**config.mk**
```make
export PLATFORM = sky130hd
export DESIGN_NAME = datapath_sequencer
export DESIGN_NICKNAME = d
export VERILOG_FILES = /design/src/rtl/datapath_sequencer.sv
export SDC_FILE = /design/constraint.sdc
export NUM_CORES = 1
export LEC_CHECK = 0
export ABC_AREA = 1
export CORE_MARGIN = 4
export CORE_UTILIZATION = 43
export CTS_CLUSTER_DIAMETER = 30
export DETAILED_ROUTE_END_ITERATION = 7
export HOLD_SLACK_MARGIN = 0.1
export PLACE_DENSITY = 0.84
export RECOVER_POWER = 25
export SLEW_MARGIN = 20
export SYNTH_ARGS = -nofsm -noshare
export SYNTH_HDL_FRONTEND = slang
export SYNTH_SLANG_ARGS = --single-unit
```
**constraint.sdc**
```tcl
create_clock -name i_Clock -period 2.6 [get_ports i_Clock]
set_clock_uncertainty 0.2 [all_clocks]
set_input_delay 0.52 -clock i_Clock [delete_from_list [all_inputs] [get_ports i_Clock]]
set_output_delay 0.52 -clock i_Clock [all_outputs]
set_load 0.05 [all_outputs]
```
**src/rtl/datapath_sequencer.sv**
```systemverilog
// Multi-cycle IDLE/FETCH/DECODE/EXECUTE/MEMORY/WRITEBACK sequencer for an RV32I datapath.
// Define SEQ_PERF_COUNTERS_EN to add cycle and retired-instruction counters.
module datapath_sequencer #(
    parameter int MEM_TIMEOUT = 16
`ifdef SEQ_PERF_COUNTERS_EN
    ,
    parameter int CNT_WIDTH   = 64
`endif
) (
    input  logic        i_Clock,
    input  logic        i_Reset,
    input  logic [31:0] i_Inst,
    input  logic        i_RegWrEnable,
    input  logic        i_MemWrEnable,
    input  logic        i_Halt,
    input  logic        i_IMemReady,
    input  logic        i_DMemReady,
    output logic        o_IMemReq,
    output logic        o_IRLoad,
    output logic        o_DMemReq,
    output logic        o_MemWrEnable,
    output logic        o_RegWrEnable,
    output logic        o_PCUpdate,
    output logic        o_Retire,
    output logic [2:0]  o_Stage,
    output logic        o_Illegal,
    output logic        o_BusError
`ifdef SEQ_PERF_COUNTERS_EN
    ,
    output logic [CNT_WIDTH-1:0] o_CycleCount,
    output logic [CNT_WIDTH-1:0] o_InstRetCount
`endif
);

    typedef enum logic [2:0] {
        S_IDLE      = 3'd0,
        S_FETCH     = 3'd1,
        S_DECODE    = 3'd2,
        S_EXECUTE   = 3'd3,
        S_MEMORY    = 3'd4,
        S_WRITEBACK = 3'd5,
        S_ERROR     = 3'd6
    } state_t;

    localparam logic [6:0] OPC_LUI    = 7'b0110111;
    localparam logic [6:0] OPC_AUIPC  = 7'b0010111;
    localparam logic [6:0] OPC_JAL    = 7'b1101111;
    localparam logic [6:0] OPC_JALR   = 7'b1100111;
    localparam logic [6:0] OPC_BRANCH = 7'b1100011;
    localparam logic [6:0] OPC_LOAD   = 7'b0000011;
    localparam logic [6:0] OPC_STORE  = 7'b0100011;
    localparam logic [6:0] OPC_OPIMM  = 7'b0010011;
    localparam logic [6:0] OPC_OP     = 7'b0110011;

    // A timeout of 0 disables the check but still needs a one-bit counter.
    localparam int              WAIT_W     = (MEM_TIMEOUT > 0) ? $clog2(MEM_TIMEOUT + 1) : 1;
    localparam logic [WAIT_W-1:0] WAIT_LIMIT = WAIT_W'(MEM_TIMEOUT);
    localparam logic [WAIT_W-1:0] WAIT_MAX   = '1;

    state_t            state_q, state_d;
    logic [WAIT_W-1:0] wait_q, wait_d, wait_inc;
    logic              illegal_q, illegal_d;
    logic              bus_err_q, bus_err_d;
    logic              imem_req_q, imem_req_d;
    logic              dmem_req_q, dmem_req_d;
    logic              timeout;
    logic              legal, is_load, is_store;
    logic              ir_load, pc_update, mem_wr_gate, reg_wr_gate;
    logic [6:0]        opcode;
    logic [2:0]        funct3;
    logic              unused_inst;

    assign opcode      = i_Inst[6:0];
    assign funct3      = i_Inst[14:12];
    assign unused_inst = ^{i_Inst[31:15], i_Inst[11:7]};

    always_comb begin
        legal    = 1'b0;
        is_load  = (opcode == OPC_LOAD);
        is_store = (opcode == OPC_STORE);
        case (opcode)
            OPC_LUI, OPC_AUIPC, OPC_JAL, OPC_OPIMM, OPC_OP: legal = 1'b1;
            OPC_JALR:   legal = (funct3 == 3'b000);
            OPC_BRANCH: legal = (funct3 != 3'b010) && (funct3 != 3'b011);
            OPC_LOAD:   legal = (funct3 != 3'b011) && (funct3 != 3'b110) && (funct3 != 3'b111);
            OPC_STORE:  legal = (funct3 <= 3'b010);
            default:    legal = 1'b0;
        endcase
    end

    always_comb begin
        state_d     = state_q;
        wait_d      = wait_q;
        illegal_d   = illegal_q;
        bus_err_d   = bus_err_q;
        ir_load     = 1'b0;
        pc_update   = 1'b0;
        mem_wr_gate = 1'b0;
        reg_wr_gate = 1'b0;
        wait_inc    = (wait_q == WAIT_MAX) ? wait_q : wait_q + 1'b1;
        // Ready in the limit cycle is checked first, so it always wins.
        timeout     = (MEM_TIMEOUT != 0) && (wait_inc == WAIT_LIMIT);

        case (state_q)
            S_IDLE: begin
                if (!i_Halt) begin
                    state_d = S_FETCH;
                    wait_d  = '0;
                end
            end
            S_FETCH: begin
                if (i_IMemReady) begin
                    ir_load = 1'b1;
                    state_d = S_DECODE;
                end else begin
                    wait_d = wait_inc;
                    if (timeout) begin
                        state_d   = S_ERROR;
                        bus_err_d = 1'b1;
                    end
                end
            end
            S_DECODE: begin
                if (legal) begin
                    state_d = S_EXECUTE;
                end else begin
                    state_d   = S_ERROR;
                    illegal_d = 1'b1;
                end
            end
            S_EXECUTE: begin
                if (is_load || is_store) begin
                    state_d = S_MEMORY;
                    wait_d  = '0;
                end else if (i_RegWrEnable) begin
                    state_d = S_WRITEBACK;
                end else begin
                    pc_update = 1'b1;
                end
            end
            S_MEMORY: begin
                mem_wr_gate = i_MemWrEnable;
                if (i_DMemReady) begin
                    if (is_load) state_d = S_WRITEBACK;
                    else         pc_update = 1'b1;
                end else begin
                    wait_d = wait_inc;
                    if (timeout) begin
                        state_d   = S_ERROR;
                        bus_err_d = 1'b1;
                    end
                end
            end
            S_WRITEBACK: begin
                reg_wr_gate = i_RegWrEnable;
                pc_update   = 1'b1;
            end
            S_ERROR: state_d = S_ERROR;
            default: state_d = S_ERROR;
        endcase

        // Every retire funnels through here so halt is only sampled at a boundary.
        if (pc_update) begin
            state_d = i_Halt ? S_IDLE : S_FETCH;
            wait_d  = '0;
        end

        imem_req_d = (state_d == S_FETCH);
        dmem_req_d = (state_d == S_MEMORY);
    end

    always_ff @(posedge i_Clock or negedge i_Reset) begin
        if (!i_Reset) begin
            state_q    <= S_IDLE;
            wait_q     <= '0;
            illegal_q  <= 1'b0;
            bus_err_q  <= 1'b0;
            imem_req_q <= 1'b0;
            dmem_req_q <= 1'b0;
        end else begin
            state_q    <= state_d;
            wait_q     <= wait_d;
            illegal_q  <= illegal_d;
            bus_err_q  <= bus_err_d;
            imem_req_q <= imem_req_d;
            dmem_req_q <= dmem_req_d;
        end
    end

    assign o_IMemReq     = imem_req_q;
    assign o_DMemReq     = dmem_req_q;
    assign o_IRLoad      = ir_load;
    assign o_MemWrEnable = mem_wr_gate;
    assign o_RegWrEnable = reg_wr_gate;
    assign o_PCUpdate    = pc_update;
    assign o_Retire      = pc_update;
    assign o_Stage       = state_q;
    assign o_Illegal     = illegal_q;
    assign o_BusError    = bus_err_q;

`ifdef SEQ_PERF_COUNTERS_EN
    logic [CNT_WIDTH-1:0] cycle_cnt_q, cycle_cnt_d;
    logic [CNT_WIDTH-1:0] ret_cnt_q, ret_cnt_d;

    always_comb begin
        cycle_cnt_d = cycle_cnt_q;
        ret_cnt_d   = ret_cnt_q;
        if (state_q != S_IDLE && state_q != S_ERROR) cycle_cnt_d = cycle_cnt_q + 1'b1;
        if (pc_update)                               ret_cnt_d   = ret_cnt_q + 1'b1;
    end

    always_ff @(posedge i_Clock or negedge i_Reset) begin
        if (!i_Reset) begin
            cycle_cnt_q <= '0;
            ret_cnt_q   <= '0;
        end else begin
            cycle_cnt_q <= cycle_cnt_d;
            ret_cnt_q   <= ret_cnt_d;
        end
    end

    assign o_CycleCount   = cycle_cnt_q;
    assign o_InstRetCount = ret_cnt_q;
`endif

endmodule

```
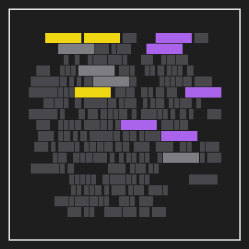
Figure 1: run 1, where the registers sit.
Drawn at 4 px/µm. Other sequential cells in the stronger gray, the rest of the logic in the fainter gray.
color	name in the netlist	placed flops
purple	wait_q	5
yellow	o_Stage	3
not colored	4

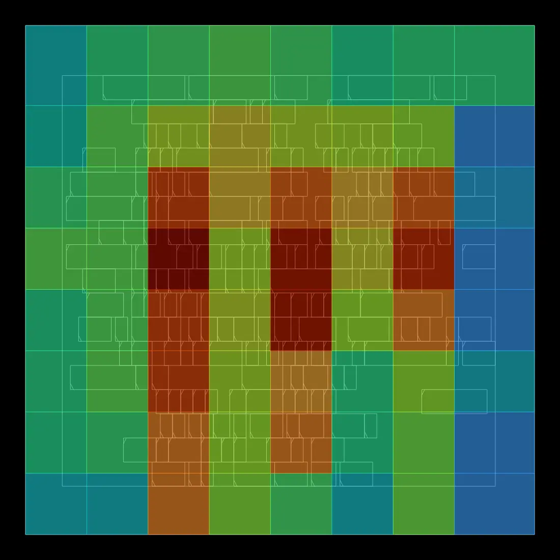
Figure 2: run 1, track usage over the die.
fin util: 65.15%
met2 usage: 31.32%
met3 Use GR: 5.882%
met1 Use GR: 18.36%

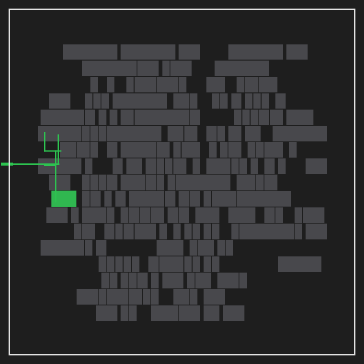
Figure 3: run 1, I/O nets highlighted.
Drawn at 6 px/µm.
color	port	bits	direction	end cells	buffers	wire
green	o_PCUpdate	1	output	1	1	28.7 µm
IO Port Bufs: 28
IO Count: 51

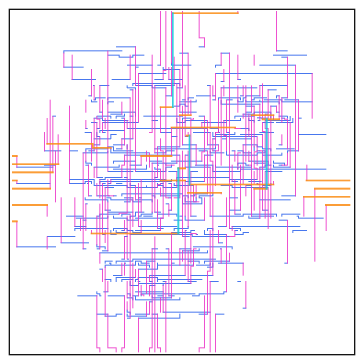
Figure 4: run 1, signal wires by layer.
Drawn at 6 px/µm.
color	layer	wire length
blue	met1	1090 µm
cyan	met4	46.2 µm
magenta	met2	1380 µm
orange	met3	142 µm
DR WL/cell: 11.95 µm
Detailed Route WL: 2654 µm
gr usage total: 17.34%

==> results_slide.txt, run 1 <==
Physical Implementation Snapshot

Cells and area
  – Fin area: 0.001469 mm²
  – Most frequent logic cell in the layout: nand2_1
  – Area Growth Syn to Fin: 40.43%
  – Final Net Count: 236

Logic synthesis
  – Mapped cell area: 0.001046 mm²
  – # Cells Yosys: 160
  – Synthesis-stage register bit count: 12
  – Unique cell types: 26
  – Synth warn: 0
  – Post-synthesis cell count: 160

Timing
  – Slew @ Worst Pin: 560.6 ps
  – Max Slew Vio Count: 0
  – Final period util: 96.18%
  – Hold Vio Cnt, Final: 0
  – Worst slew margin: 62.51%

Critical path
  – CP max-delay cell: clkdlybuf4s50_1
  – Critical-path maximum fanout: 3
  – Worst path arrival time: 1780 ps
  – Worst Setup Start Kind: primary input
  – Crit-path cells: clkdlybuf4s50_1 -> nand2_1 -> inv_1 -> nand2_1 -> nor2_4 -> inv_2 -> nand2_4 -> nor2_4 -> inv_2 -> nand2_4 -> buf_12
  – Crit end category: output port
  – Crit Path Category: in -> out
  – CP Buf/Inv Count: 5
  – CP delay by family, top: buffers and inverters

Run status
  – Status: finished, final reports clean

Route
  – Vias per cell: 5.018
  – Post-route ant nets: 0
  – Via count: 1114

Clocking
  – CTS tree: yes
  – H-tree levels: 1
  – CTS Sinks: 12
  – Late-Pin Clk Latency: 270 ps
  – CTS root buffer: clkbuf_4

Power
  – Pwr dens: 966.2 mW/mm²
  – Sw Ratio: 53.68%
  – Clk pwr share: 7.8%

Global routing
  – Largest net degree at the start of global routing: 13
  – First-pass GRT wire length: 4581 µm

Floorplan
  – Die Ht: 57.32 µm
  – Total die size: 0.003286 mm²
## run 1: path summary, 6_finish.rpt
kind	slack, ps	depth (start not counted)	endpoint	startpoint
min	270	2	o_Illegal	o_Illegal
max	100	11	o_PCUpdate	i_Inst[0]
max in group asynchronous	1350	1	o_Stage[0]	i_Reset
min in group asynchronous	480	1	wait_q[2]	i_Reset
min reg2reg	270	2	o_Illegal	o_Illegal
max reg2reg	610	11	o_IMemReq	wait_q[0]
## run 1: sequential cells by signal, indices dropped and copies added, names as in the netlist
name / cells
o_Stage: 3
o_BusError: 1
wait_q: 5
o_Illegal: 1
o_DMemReq: 1
o_IMemReq: 1
## run 1: layer usage
metal	global-route usage [%]	vias up	part of all wire (%)
li1	-	571	-
met1	18.36	500	41
met2	31.32	35	52
met3	5.882	8	5.4
met4	6.954	0	1.7
met5	0	-	0
## run 1: Yosys cell counts, drive strengths merged
library cell / count / area share, %
o21ai: 5 / 4.2
a21oi: 9 / 5.0
inv: 29 / 11
nand4: 4 / 3.0
ha: 1 / 1.2
nor2: 22 / 12
o21bai: 1 / 0.72
nand2: 55 / 22
nand3: 15 / 7.2
xnor2: 1 / 0.84
dfrtp: 12 / 29
buf: 2 / 1.2
nor3: 4 / 3.0
## run 1: cells by family after synthesis
logic type	Yosys count	synth area share (%)
xor gates and xnor gates	1	0.8375
AOI/OAI and AO/OA	15	9.928
DFF	12	28.71
and+or+nand+nor	100	47.49
adders and majority gates	1	1.196
buffers and inverters	31	11.84
## run 1: power groups by stage
| stage | Sequential [µW] | Clock [µW] | Combinational (µW) |
|---|---|---|---|
| after detailed placement | 306 | 0 | 1000 |
| after CTS | 302 | 113 | 1010 |
| after floorplan | 381 | 0 | 607 |
| after global placement | 302 | 0 | 978 |
| after global routing | 310 | 126 | 1090 |
| final | 304 | 111 | 1010 |
## run 1: cell type report
type,instances,area [µm²]
timing repair buffer,33,372.9
inverter,29,111.4
sequential,12,300.3
tap,28,35.03
clock buffer,3,22.52
fill,204,785.8
multi-input combinational,117,626.9
## run 1: tightest hold or removal path, cell delays in order, from the launching register on
cell     delay, ps
dfrtp_1        340
inv_1           50
nand2_1         50
## run 1: per-stage QoR
| stage | TNS, ps | instances | total power, µW | hold WS [ps] |
|---|---|---|---|---|
| floorplan | 0 | 160 | 987.5 | 24.41 |
| global placement | 0 | 217 | 1280 | 248.1 |
| detailed placement | 0 | 217 | 1306 | 250.2 |
| CTS | 0 | 220 | 1420 | 267.6 |
| global route | -36.95 | 222 | 1527 | 327.2 |
| finish | 0 | 222 | 1419 | 267.0 |
## run 1: what timing repair did
item / 4_1_cts / 5_1_grt
buffers inserted: 0 / 2
resized: 0 / 3
endpoints found under the setup margin: 0 / 2
hold buffers: 0 / 0
Figure 5. Pin placement (run 1).
Drawn at 4 px/µm. Pins as bars across the die edge, other pins in gray.
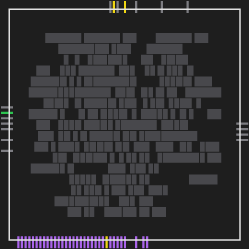

==> inputs of run 2 (changes only) <==
--- a/config.mk
+++ b/config.mk
@@ -6,6 +6,7 @@
 export NUM_CORES = 1
 export LEC_CHECK = 0
 export ABC_AREA = 1
+export CORE_ASPECT_RATIO = 1.1
 export CORE_MARGIN = 4
 export CORE_UTILIZATION = 43
 export CTS_CLUSTER_DIAMETER = 30
@@ -13,7 +14,6 @@
 export HOLD_SLACK_MARGIN = 0.1
 export PLACE_DENSITY = 0.84
 export RECOVER_POWER = 25
-export SLEW_MARGIN = 20
 export SYNTH_ARGS = -nofsm -noshare
 export SYNTH_HDL_FRONTEND = slang
 export SYNTH_SLANG_ARGS = --single-unit
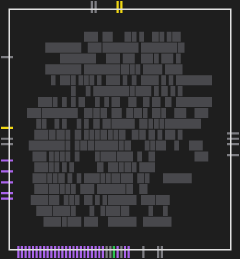
Figure 6: run 2, pin placement.
Drawn at 4 px/µm. Pins as bars across the die edge, other pins in gray.
color	port	pins	direction	edge
yellow	o_Stage	3	output	2 top, 1 left
purple	i_Inst	32	input	27 bottom, 5 left
green	o_PCUpdate	1	output	bottom
Die Ht: 59.73 µm
die x size: 55.03 µm

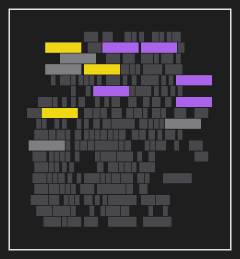
Figure 7: run 2, where the registers sit.
Drawn at 4 px/µm. Other sequential cells in the stronger gray, the rest of the logic in the fainter gray.
color	name in the netlist	placed flops
yellow	o_Stage	3
purple	wait_q	5

==> results_slide.txt, run 2 <==
Physical Implementation Snapshot

Run status
  – Status: finished, final reports clean

Logic synthesis
  – Syn avg cell area: 6.538 µm²
  – FFs w/ async S/R, synth: 100.0% (unchanged)
  – Top cell type by total area after synthesis: dfrtp_1
  – Top cell area share: 28.71% (unchanged)
  – # Cells Yosys: 160 (unchanged)
  – Post-synthesis cell count: 160 (unchanged)
  – Mapped cell area: 0.001046 mm² (unchanged)
  – Chip Area, Yosys: 0.001046 mm²
  – Synth top cell by count: nand2_1
  – Post-Syn Nets: 200
  – Top cells, area: dfrtp_1 (29%), nand2_1 (17%), inv_1 (7.9%), nand3_1 (7.2%), nor2_1 (4.7%)
  – Synthesis-stage register bit count: 12 (unchanged)
  – Unique cell types: 26 (unchanged)
  – EDFF count, synth: 0 (unchanged)
  – Commonest cells post-synth: nand2_1 (48), inv_1 (22), nand3_1 (15)
  – Top_reg_cell synth: dfrtp_1
  – Synth warn: 0 (unchanged)

Cells and area
  – Max reg flops: 5 (unchanged)
  – Final Net Count: 235 (-0.42%)
  – # diodes: 0
  – Share of layout cells above drive strength 1: 22.68%
  – Most frequent logic cell in the layout: nand2_1
  – Largest Register: wait_q
  – Dominant logic cell types in the final layout: nand2_1 (47), inv_1 (22), clkdlybuf4s50_1 (19), nand3_1 (15), nor2_1 (13)
  – Fin util: 64.96% (-0.19 points)
  – Count of non-filler cells in the finished layout: 224 (+0.90%)
  – Fin area: 0.001478 mm² (+0.60%)
  – Area Growth Syn to Fin: 41.27%

Critical path
  – Worst path arrival time: 1770 ps (about the same)
  – Crit end category: output port
  – Critical Path RT: 1880 ps
  – Critical-path maximum fanout: 3 (unchanged)
  – Crit Path Category: in -> out
  – Worst Setup Start Kind: primary input

Min path
  – Worst hold-check path type: reg -> reg

Power
  – Peak supply drop: 0.0007380 V
  – Pwr dens: 1002 mW/mm² (+3.7%)

Global routing
  – Most crowded layer after global routing: met2
  – Largest net degree at the start of global routing: 13 (unchanged)
  – Total gr overflow: 0
  – Number of global-route vias before repair: 1199
  – First-pass GRT wire length: 4761 µm (+3.9%)
  – Met3 Use GR: 5.736% (-0.15 points)

Route
  – Post-route ant nets: 0 (unchanged)
  – Detailed Route WL: 2843 µm (+7.1%)
  – Via count: 1153 (+3.5%)
  – First-pass DRT Iterations: 4
  – Number of DRC markers in iteration 0: 20
  – Vias per cell: 5.147 (+2.6%)
  – Residual DRC: 0

Timing
  – WHS: 275.0 ps (+7.951 ps)
  – Final period util: 95.72% (-0.46 points)
  – RSZ-0062 raised after global routing: false
  – Maximum operating frequency: 401.8 MHz
  – Hold Vio Cnt, Final: 0 (unchanged)
  – Fin crit period: 2489 ps
  – Slew @ Worst Pin: 584.2 ps (+23.61 ps)
  – Max Slew Vio Count: 0 (unchanged)
  – Final setup viols: 0
  – Worst slew margin: 60.93% (-1.6 points)

Floorplan
  – CORE AREA: 0.002275 mm²
  – IO Count: 51 (unchanged)
  – Std-Cell Rows: 18
  – Total die size: 0.003287 mm² (about the same)
  – Initial core utilization: 45.98%

Clocking
  – CTS Sinks: 12 (unchanged)
  – CTS root buffer: clkbuf_4
  – # hold bufs at CTS: 0 (unchanged)
  – Late-Pin Clk Latency: 290 ps (+20 ps)
  – CTS tree: yes
  – TritonCTS Buffers: 3
  – Clock tree buffer depth: 2
  – H-tree levels: 1 (unchanged)

Placed design
  – GP Congestion: 0.8696
  – Dpl hpwl: 2348 µm
  – IO Port Bufs: 28 (unchanged)
  – Cells after DPL: 219 (+0.92%)

Flow run
  – Max-cap violations: 0
  – Log Warnings: 48
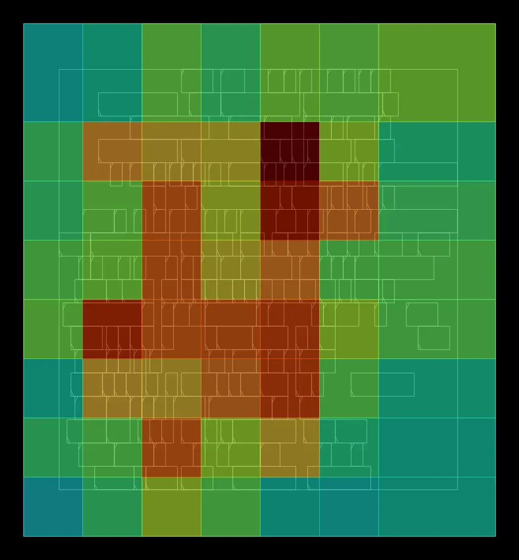
Figure 8: run 2, track usage over the die.
DR WL/cell: 12.69 µm
met1 Use GR: 20.09%
gr usage total: 20.33%
met2 usage: 37.16%

==> run 2: cell counts after synthesis <==
Identical to the previous run, type by type.
==> run 2: timing repair <==
action / CTS / global route
pin swaps: 1 / 4
setup buffers: 0 / 1
setup endpoints to repair: 2 / 2
resized: 0 / 4
==> run 2: metrics by stage <==
stage | power [µW] | setup TNS [ps] | setup WS (ps)
final | 1481 | 0 | 111.2
after CTS | 1480 | 0 | 21.35
after floorplan | 987.5 | 0 | 167.1
after global placement | 1278 | 0 | 57.69
after detailed placement | 1321 | -3.349 | -1.993
after global routing | 1586 | 0 | 4.710
==> run 2: layout make-up <==
| class | instances | area [µm²] |
|---|---|---|
| tap | 30 | 37.54 |
| timing repair buffer | 32 | 367.9 |
| inverter | 29 | 111.4 |
| clock buffer | 4 | 36.28 |
| sequential | 12 | 300.3 |
| multi-input combinational | 117 | 624.3 |
| fill | 208 | 797.0 |
==> run 2: report_power, final <==
part	internal, µW	switching, µW
Combinational	370	651
Sequential	234	71.2
Clock	85.5	68.5
Total	690	791
==> run 2: path summary, 6_finish.rpt <==
check | from | endpoint | slack (ps) | depth (start not counted)
max reg2reg | wait_q[0] | o_IMemReq | 550 | 13
min | o_Illegal | o_Illegal | 270 | 2
max | i_Inst[1] | o_PCUpdate | 110 | 11
max in group asynchronous | i_Reset | o_Stage[0] | 1350 | 1
min in group asynchronous | i_Reset | o_BusError | 460 | 1
min reg2reg | o_Illegal | o_Illegal | 270 | 2
==> run 2: kinds of logic (layout without fill, tap and decap cells) <==
| logic type | Yosys count | in the layout | share of synthesized area (%) |
|---|---|---|---|
| flip-flops | 12 | 12 | 28.71 |
| buffers and inverters | 31 | 65 | 11.84 |
| XOR/XNOR | 1 | 1 | 0.8375 |
| AND/OR/NAND/NOR | 100 | 100 | 47.49 |
| AND-OR/OR-AND | 15 | 15 | 9.928 |
| adder cells (fa/ha/maj) | 1 | 1 | 1.196 |
==> run 2: routing by layer <==
layer | up-vias | wire (µm)
met5 | - | 0
met4 | 0 | 93
met2 | 32 | 1593
met3 | 11 | 139
met1 | 546 | 1016
li1 | 564 | -
==> run 2: critical path, cell delays in order <==
cell,delay (ps)
clkdlybuf4s50_1,450
nand2_1,60
inv_1,60
nand2_2,60
nor2_4,140
inv_2,70
nand2_4,60
nor2_2,40
inv_2,60
nand2_4,70
buf_12,160
Power figures rest on the tool's default switching activity, not on a simulated workload.
